The clock network:
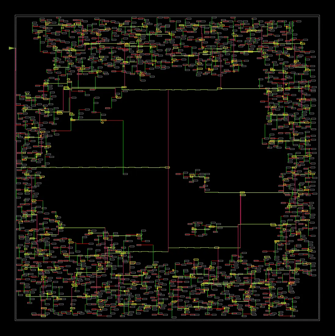
Register map, names as in the netlist:
Other sequential cells in the stronger grey, the rest of the logic in the fainter grey.
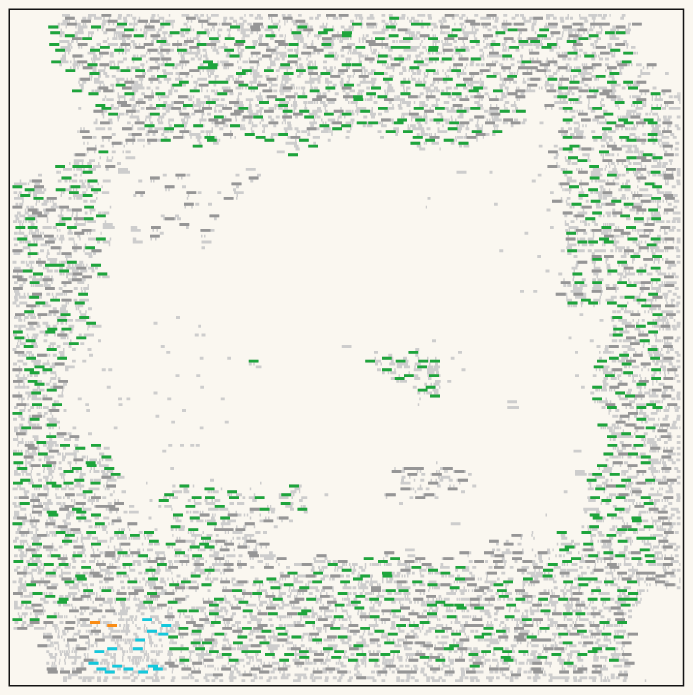
Wiring by layer:
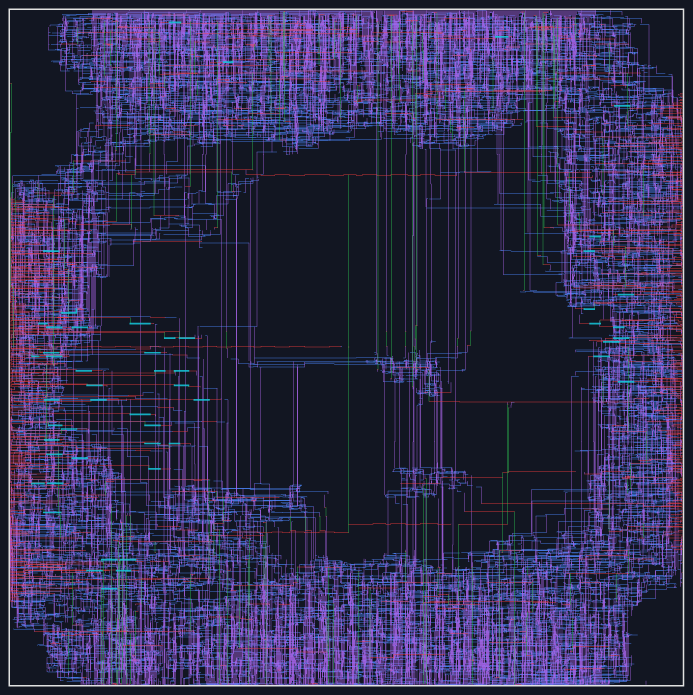
Ports around the boundary:
Pins as bars across the die edge, other pins in grey.
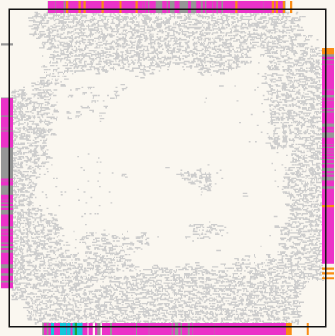
--- src/rtl/spiker_capture_pkg.sv ---
`default_nettype none
// ============================================================================
// Module   : spiker_capture_pkg
// Purpose  : Shared types and constants for the spiker result capture block.
//            cap_state_e : EMPTY (no result), ONE (front valid),
//                          FULL (front and back valid)
//            TSTAMP_W    : width of the cycle stamp carried with each bank
// Revision : 1.0 - initial release
// ============================================================================
package spiker_capture_pkg;

  typedef enum logic [1:0] {
    EMPTY = 2'd0,
    ONE   = 2'd1,
    FULL  = 2'd2
  } cap_state_e;

  localparam int TSTAMP_W = 32;

endpackage
`default_nettype wire

--- src/rtl/spiker_capture_bank.sv ---
`default_nettype none
// ============================================================================
// Module   : spiker_capture_bank
// Purpose  : One result bank: N_REG x WIDTH register array loaded as a whole
//            when ld_i is high. With SPIKER_CAPTURE_TSTAMP_EN defined it also
//            holds a TSTAMP_W-bit stamp loaded alongside the data.
// Ports    : clk_i        clock, rising edge
//            rst_i        asynchronous reset, active-high (clears the bank)
//            ld_i         load enable
//            ld_data_i    value loaded into the word array
//            ld_tstamp_i  value loaded into the stamp (macro only)
//            q_o          current word array
//            tstamp_o     current stamp (macro only)
// Config   : SPIKER_CAPTURE_TSTAMP_EN
// Revision : 1.0 - initial release
// ============================================================================
module spiker_capture_bank
  import spiker_capture_pkg::*;
#(
  parameter int WIDTH = 32,
  parameter int N_REG = 24
) (
  input  logic                        clk_i,
  input  logic                        rst_i,
  input  logic                        ld_i,
  input  logic [N_REG-1:0][WIDTH-1:0] ld_data_i,
`ifdef SPIKER_CAPTURE_TSTAMP_EN
  input  logic [TSTAMP_W-1:0]         ld_tstamp_i,
  output logic [TSTAMP_W-1:0]         tstamp_o,
`endif
  output logic [N_REG-1:0][WIDTH-1:0] q_o
);

  logic [N_REG-1:0][WIDTH-1:0] r_words;

  always_ff @(posedge clk_i or posedge rst_i) begin
    if (rst_i) begin
      r_words <= '0;
    end else if (ld_i) begin
      r_words <= ld_data_i;
    end
  end

  assign q_o = r_words;

`ifdef SPIKER_CAPTURE_TSTAMP_EN
  logic [TSTAMP_W-1:0] r_tstamp;

  always_ff @(posedge clk_i or posedge rst_i) begin
    if (rst_i) begin
      r_tstamp <= '0;
    end else if (ld_i) begin
      r_tstamp <= ld_tstamp_i;
    end
  end

  assign tstamp_o = r_tstamp;
`endif

endmodule
`default_nettype wire

--- src/rtl/spiker_result_capture.sv ---
`default_nettype none
// ============================================================================
// Module   : spiker_result_capture
// Purpose  : Captures the spiking core's wide result vector into WIDTH-bit
//            register-file words. A front/back bank pair queues up to two
//            results so a new one can land while software reads the last.
//            Counts accepted samples (wrapping) and dropped samples
//            (saturating) and flags drops with a sticky overflow bit.
// Ports    : clk_i         clock, rising edge
//            rst_i         asynchronous reset, active-high
//            data_i        core result vector, word i = data_i[(i+1)*WIDTH-1 -: WIDTH]
//            sample_i      1-cycle capture request
//            ack_i         1-cycle pulse, software consumed the front bank
//            clear_i       synchronous flush of state, flags and counters
//            result_o      front bank words
//            valid_o       front bank holds an unconsumed result
//            pending_o     back bank holds a queued result
//            overflow_o    sticky drop flag
//            sample_cnt_o  accepted samples, wraps
//            drop_cnt_o    dropped samples, saturates
//            tstamp_o      cycle stamp of the front bank (0 without macro)
// Config   : SPIKER_CAPTURE_TSTAMP_EN enables the cycle counter and stamps.
// Revision : 1.0 - initial release
// ============================================================================
module spiker_result_capture
  import spiker_capture_pkg::*;
#(
  parameter int WIDTH      = 32,
  parameter int N_REG      = 24,
  parameter int DATA_WIDTH = N_REG * WIDTH,
  parameter int CNT_W      = 16
) (
  input  logic                        clk_i,
  input  logic                        rst_i,
  input  logic [DATA_WIDTH-1:0]       data_i,
  input  logic                        sample_i,
  input  logic                        ack_i,
  input  logic                        clear_i,
  output logic [N_REG-1:0][WIDTH-1:0] result_o,
  output logic                        valid_o,
  output logic                        pending_o,
  output logic                        overflow_o,
  output logic [CNT_W-1:0]            sample_cnt_o,
  output logic [CNT_W-1:0]            drop_cnt_o,
  output logic [TSTAMP_W-1:0]         tstamp_o
);

  generate
    if (DATA_WIDTH != N_REG * WIDTH) begin : g_width_chk
      $error("spiker_result_capture: DATA_WIDTH must equal N_REG*WIDTH");
    end
  endgenerate

  // --------------------------------------------------------------------------
  // Slice the flat core vector into register words
  // --------------------------------------------------------------------------
  logic [N_REG-1:0][WIDTH-1:0] w_data_words;

  generate
    for (genvar gi = 0; gi < N_REG; gi++) begin : g_slice
      assign w_data_words[gi] = data_i[(gi+1)*WIDTH-1 -: WIDTH];
    end
  endgenerate

  // --------------------------------------------------------------------------
  // FSM
  // --------------------------------------------------------------------------
  cap_state_e r_state;
  cap_state_e w_state_nxt;
  logic       w_front_ld;
  logic       w_front_from_back;
  logic       w_back_ld;
  logic       w_accept;
  logic       w_drop;

  always_ff @(posedge clk_i or posedge rst_i) begin
    if (rst_i) begin
      r_state <= EMPTY;
    end else begin
      r_state <= w_state_nxt;
    end
  end

  always_comb begin
    w_state_nxt       = r_state;
    w_front_ld        = 1'b0;
    w_front_from_back = 1'b0;
    w_back_ld         = 1'b0;
    w_accept          = 1'b0;
    w_drop            = 1'b0;
    if (clear_i) begin
      // Flush wins over any sample/ack in the same cycle.
      w_state_nxt = EMPTY;
    end else begin
      unique case (r_state)
        EMPTY: begin
          if (sample_i) begin
            w_front_ld  = 1'b1;
            w_accept    = 1'b1;
            w_state_nxt = ONE;
          end
        end
        ONE: begin
          if (sample_i && ack_i) begin
            // Consumed result is replaced directly in the front bank.
            w_front_ld = 1'b1;
            w_accept   = 1'b1;
          end else if (sample_i) begin
            w_back_ld   = 1'b1;
            w_accept    = 1'b1;
            w_state_nxt = FULL;
          end else if (ack_i) begin
            w_state_nxt = EMPTY;
          end
        end
        FULL: begin
          if (sample_i && ack_i) begin
            // Ack frees the front slot this cycle, so the sample fits.
            w_front_ld        = 1'b1;
            w_front_from_back = 1'b1;
            w_back_ld         = 1'b1;
            w_accept          = 1'b1;
          end else if (sample_i) begin
            w_drop = 1'b1;
          end else if (ack_i) begin
            w_front_ld        = 1'b1;
            w_front_from_back = 1'b1;
            w_state_nxt       = ONE;
          end
        end
        default: begin
          w_state_nxt = EMPTY;
        end
      endcase
    end
  end

  assign valid_o   = (r_state != EMPTY);
  assign pending_o = (r_state == FULL);

  // --------------------------------------------------------------------------
  // Banks
  // --------------------------------------------------------------------------
  logic [N_REG-1:0][WIDTH-1:0] w_front_q;
  logic [N_REG-1:0][WIDTH-1:0] w_back_q;
  logic [N_REG-1:0][WIDTH-1:0] w_front_src;

  assign w_front_src = w_front_from_back ? w_back_q : w_data_words;

`ifdef SPIKER_CAPTURE_TSTAMP_EN
  logic [TSTAMP_W-1:0] r_cycle;
  logic [TSTAMP_W-1:0] w_front_ts;
  logic [TSTAMP_W-1:0] w_back_ts;
  logic [TSTAMP_W-1:0] w_front_ts_src;

  // Free-running from reset; clear_i does not restart it.
  always_ff @(posedge clk_i or posedge rst_i) begin
    if (rst_i) begin
      r_cycle <= '0;
    end else begin
      r_cycle <= r_cycle + 1'b1;
    end
  end

  assign w_front_ts_src = w_front_from_back ? w_back_ts : r_cycle;
  assign tstamp_o       = w_front_ts;
`else
  assign tstamp_o = '0;
`endif

  spiker_capture_bank #(
    .WIDTH (WIDTH),
    .N_REG (N_REG)
  ) u_front (
    .clk_i       (clk_i),
    .rst_i       (rst_i),
    .ld_i        (w_front_ld),
    .ld_data_i   (w_front_src),
`ifdef SPIKER_CAPTURE_TSTAMP_EN
    .ld_tstamp_i (w_front_ts_src),
    .tstamp_o    (w_front_ts),
`endif
    .q_o         (w_front_q)
  );

  spiker_capture_bank #(
    .WIDTH (WIDTH),
    .N_REG (N_REG)
  ) u_back (
    .clk_i       (clk_i),
    .rst_i       (rst_i),
    .ld_i        (w_back_ld),
    .ld_data_i   (w_data_words),
`ifdef SPIKER_CAPTURE_TSTAMP_EN
    .ld_tstamp_i (r_cycle),
    .tstamp_o    (w_back_ts),
`endif
    .q_o         (w_back_q)
  );

  assign result_o = w_front_q;

  // --------------------------------------------------------------------------
  // Counters and sticky overflow
  // --------------------------------------------------------------------------
  logic [CNT_W-1:0] r_sample_cnt;
  logic [CNT_W-1:0] r_drop_cnt;
  logic             r_overflow;

  always_ff @(posedge clk_i or posedge rst_i) begin
    if (rst_i) begin
      r_sample_cnt <= '0;
      r_drop_cnt   <= '0;
      r_overflow   <= 1'b0;
    end else if (clear_i) begin
      r_sample_cnt <= '0;
      r_drop_cnt   <= '0;
      r_overflow   <= 1'b0;
    end else begin
      if (w_accept) begin
        r_sample_cnt <= r_sample_cnt + 1'b1;
      end
      if (w_drop) begin
        r_overflow <= 1'b1;
        if (r_drop_cnt != {CNT_W{1'b1}}) begin
          r_drop_cnt <= r_drop_cnt + 1'b1;
        end
      end
    end
  end

  assign sample_cnt_o = r_sample_cnt;
  assign drop_cnt_o   = r_drop_cnt;
  assign overflow_o   = r_overflow;

endmodule
`default_nettype wire

--- config.mk ---
export PLATFORM = sky130hd
export DESIGN_NAME = spiker_result_capture
export DESIGN_NICKNAME = d
export VERILOG_FILES = /design/src/rtl/spiker_capture_pkg.sv /design/src/rtl/spiker_capture_bank.sv /design/src/rtl/spiker_result_capture.sv
export SDC_FILE = /design/constraint.sdc
export NUM_CORES = 2
export LEC_CHECK = 0
export ABC_AREA = 1
export CORE_AREA = 2 2 628 630
export DETAILED_ROUTE_END_ITERATION = 10
export DIE_AREA = 0 0 630 632
export PLACE_DENSITY_LB_ADDON = 0.25
export SYNTH_ARGS = -nofsm -noshare
export SYNTH_HDL_FRONTEND = slang
export SYNTH_HIERARCHICAL = 1
export SYNTH_SLANG_ARGS = --single-unit
--- constraint.sdc ---
create_clock -name clk_i -period 27.2 [get_ports clk_i]
set_clock_uncertainty 0.05 [all_clocks]
set_input_delay 2.72 -clock clk_i [delete_from_list [all_inputs] [get_ports clk_i]]
set_output_delay 2.72 -clock clk_i [all_outputs]
set_load 0.005 [all_outputs]
==> impl_metrics.json <==
{
  "ys_seq_share_pct": 54.4,
  "holdWs_ns": 0.416,
  "place_ws_ns": 17.33,
  "ys_sh_adder_pct": 0.138,
  "critPathKind": "in2reg",
  "drt-initial-drc-count": 3298,
  "synth_cell_types": 33,
  "ys_sh_mux_pct": 15.1,
  "synth_top_area_share_pct": 54.4,
  "outcome": "complete, no violations",
  "die-area_sq_um": 398000,
  "seq-cell-share_pct": 39.7,
  "cts_tree": "built",
  "clk_pin_slew_worst_paths_ns": 0.06,
  "hp-start": "u_back/q_o[37]$_DFFE_PP0P_",
  "buf_share_pct": 16.7,
  "crit_top_cell": "buf_4",
  "cp_top_family": "buffers and inverters",
  "dieWidth_microns": 630,
  "drt-pass1-iter-count": 7,
  "ys_sh_simple_pct": 25.2,
  "crit_fanout": 57,
  "maxCapViolations": 0,
  "critPathCapture": "u_front/q_o[752]$_DFFE_PP0P_",
  "slowest_stage": "buf_4",
  "drt-total-wl_mm": 316,
  "layout.cells.most_common": "nand2_1",
  "end_kind": "flop",
  "core-area_sq_um": 391000,
  "synth-edff-count": 0,
  "grt_usage_pct": 15.3,
  "ys_sh_aoi_pct": 0.199,
  "overflow": 0,
  "grt_pass1_vias": 55635,
  "reg2reg_slack_ns": 20.09,
  "drv_slew": 0,
  "comb_cells": 5667,
  "syn_to_final_growth_pct": 37.0,
  "max_freq_mhz": 112,
  "combGateArea_sq_um": 29600,
  "vdd_ir_drop_max_mv": 0.0595,
  "cp.required_ns": 27.86,
  "rsz0062_at_grt": "false",
  "arrival_ns": 9.60,
  "insertedDiodeCount": 46,
  "met1_usage_pct": 17.6,
  "grt_pass1_wl_mm": 443,
  "holdPathEnd": "u_back/q_o[37]$_DFFE_PP0P_",
  "syn_area_sq_um": 72300,
  "layout_setup_ws_ns": 18.25,
  "ys_cells": 7708,
  "ys.flops": 1571,
  "clock_area_share_pct": 6.79,
  "fillers": 42254,
  "worst-path-buf-inv": 8,
  "drc": 0
}
Notes on 'the clock network' above:
CTS sink cnt: 1571
Clk power: 2.74 mW
Num CTS Buffers: 203
clkbuf count: 301
Worst-Skew Late Latency: 0.89 ns

Notes on 'register map, names as in the netlist' above:
Key: `drop_cnt_o` = cyan [sequential cells 16, where lower left]; `r_state` = orange [sequential cells 2]; `u_back/q_o` = green [sequential cells 768, where widely spread]
Another 785 sequential cells are not coloured.

Notes on 'wiring by layer' above:
Key: met1 = blue [wire length 125 mm]; met3 = red [wire length 21.5 mm]; met5 = cyan [wire length 656 microns]; met4 = green [wire length 10600 microns]; met2 = purple [wire length 158 mm]

Notes on 'ports around the boundary' above:
Key: `rst_i` = green [pins 1, direction input, edge bottom]; `tstamp_o` = orange [pins 32, direction output, edge 11 top, 11 right, 10 bottom]; `result_o` = magenta [pins 768, direction output, edge 269 top, 268 bottom, 136 right, 95 left]; `drop_cnt_o` = cyan [pins 16, direction output, edge bottom]

==> stage by stage <==
stage	util, %	total power [mW]	instances
finish	25.3	8.99	14563
global route	25.3	9.55	14536
CTS	25.3	9.16	14517
detailed placement	23.6	6.34	14153
global placement	23.6	6.31	14153
floorplan	-	4.74	7739
==> metal layers <==
metal / part of all wire (%) / vias up
met1: 39 / 27203
met5: 0.21 / -
li1: - / 26778
met2: 50 / 1423
met4: 3.4 / 104
met3: 6.8 / 447
==> power by group <==
part	internal [mW]	total, mW	switching [mW]
Combinational	1.23	2.42	1.19
Sequential	3.27	3.83	0.562
Clock	1.60	2.74	1.14
Power is estimated from default activity; no workload was simulated.
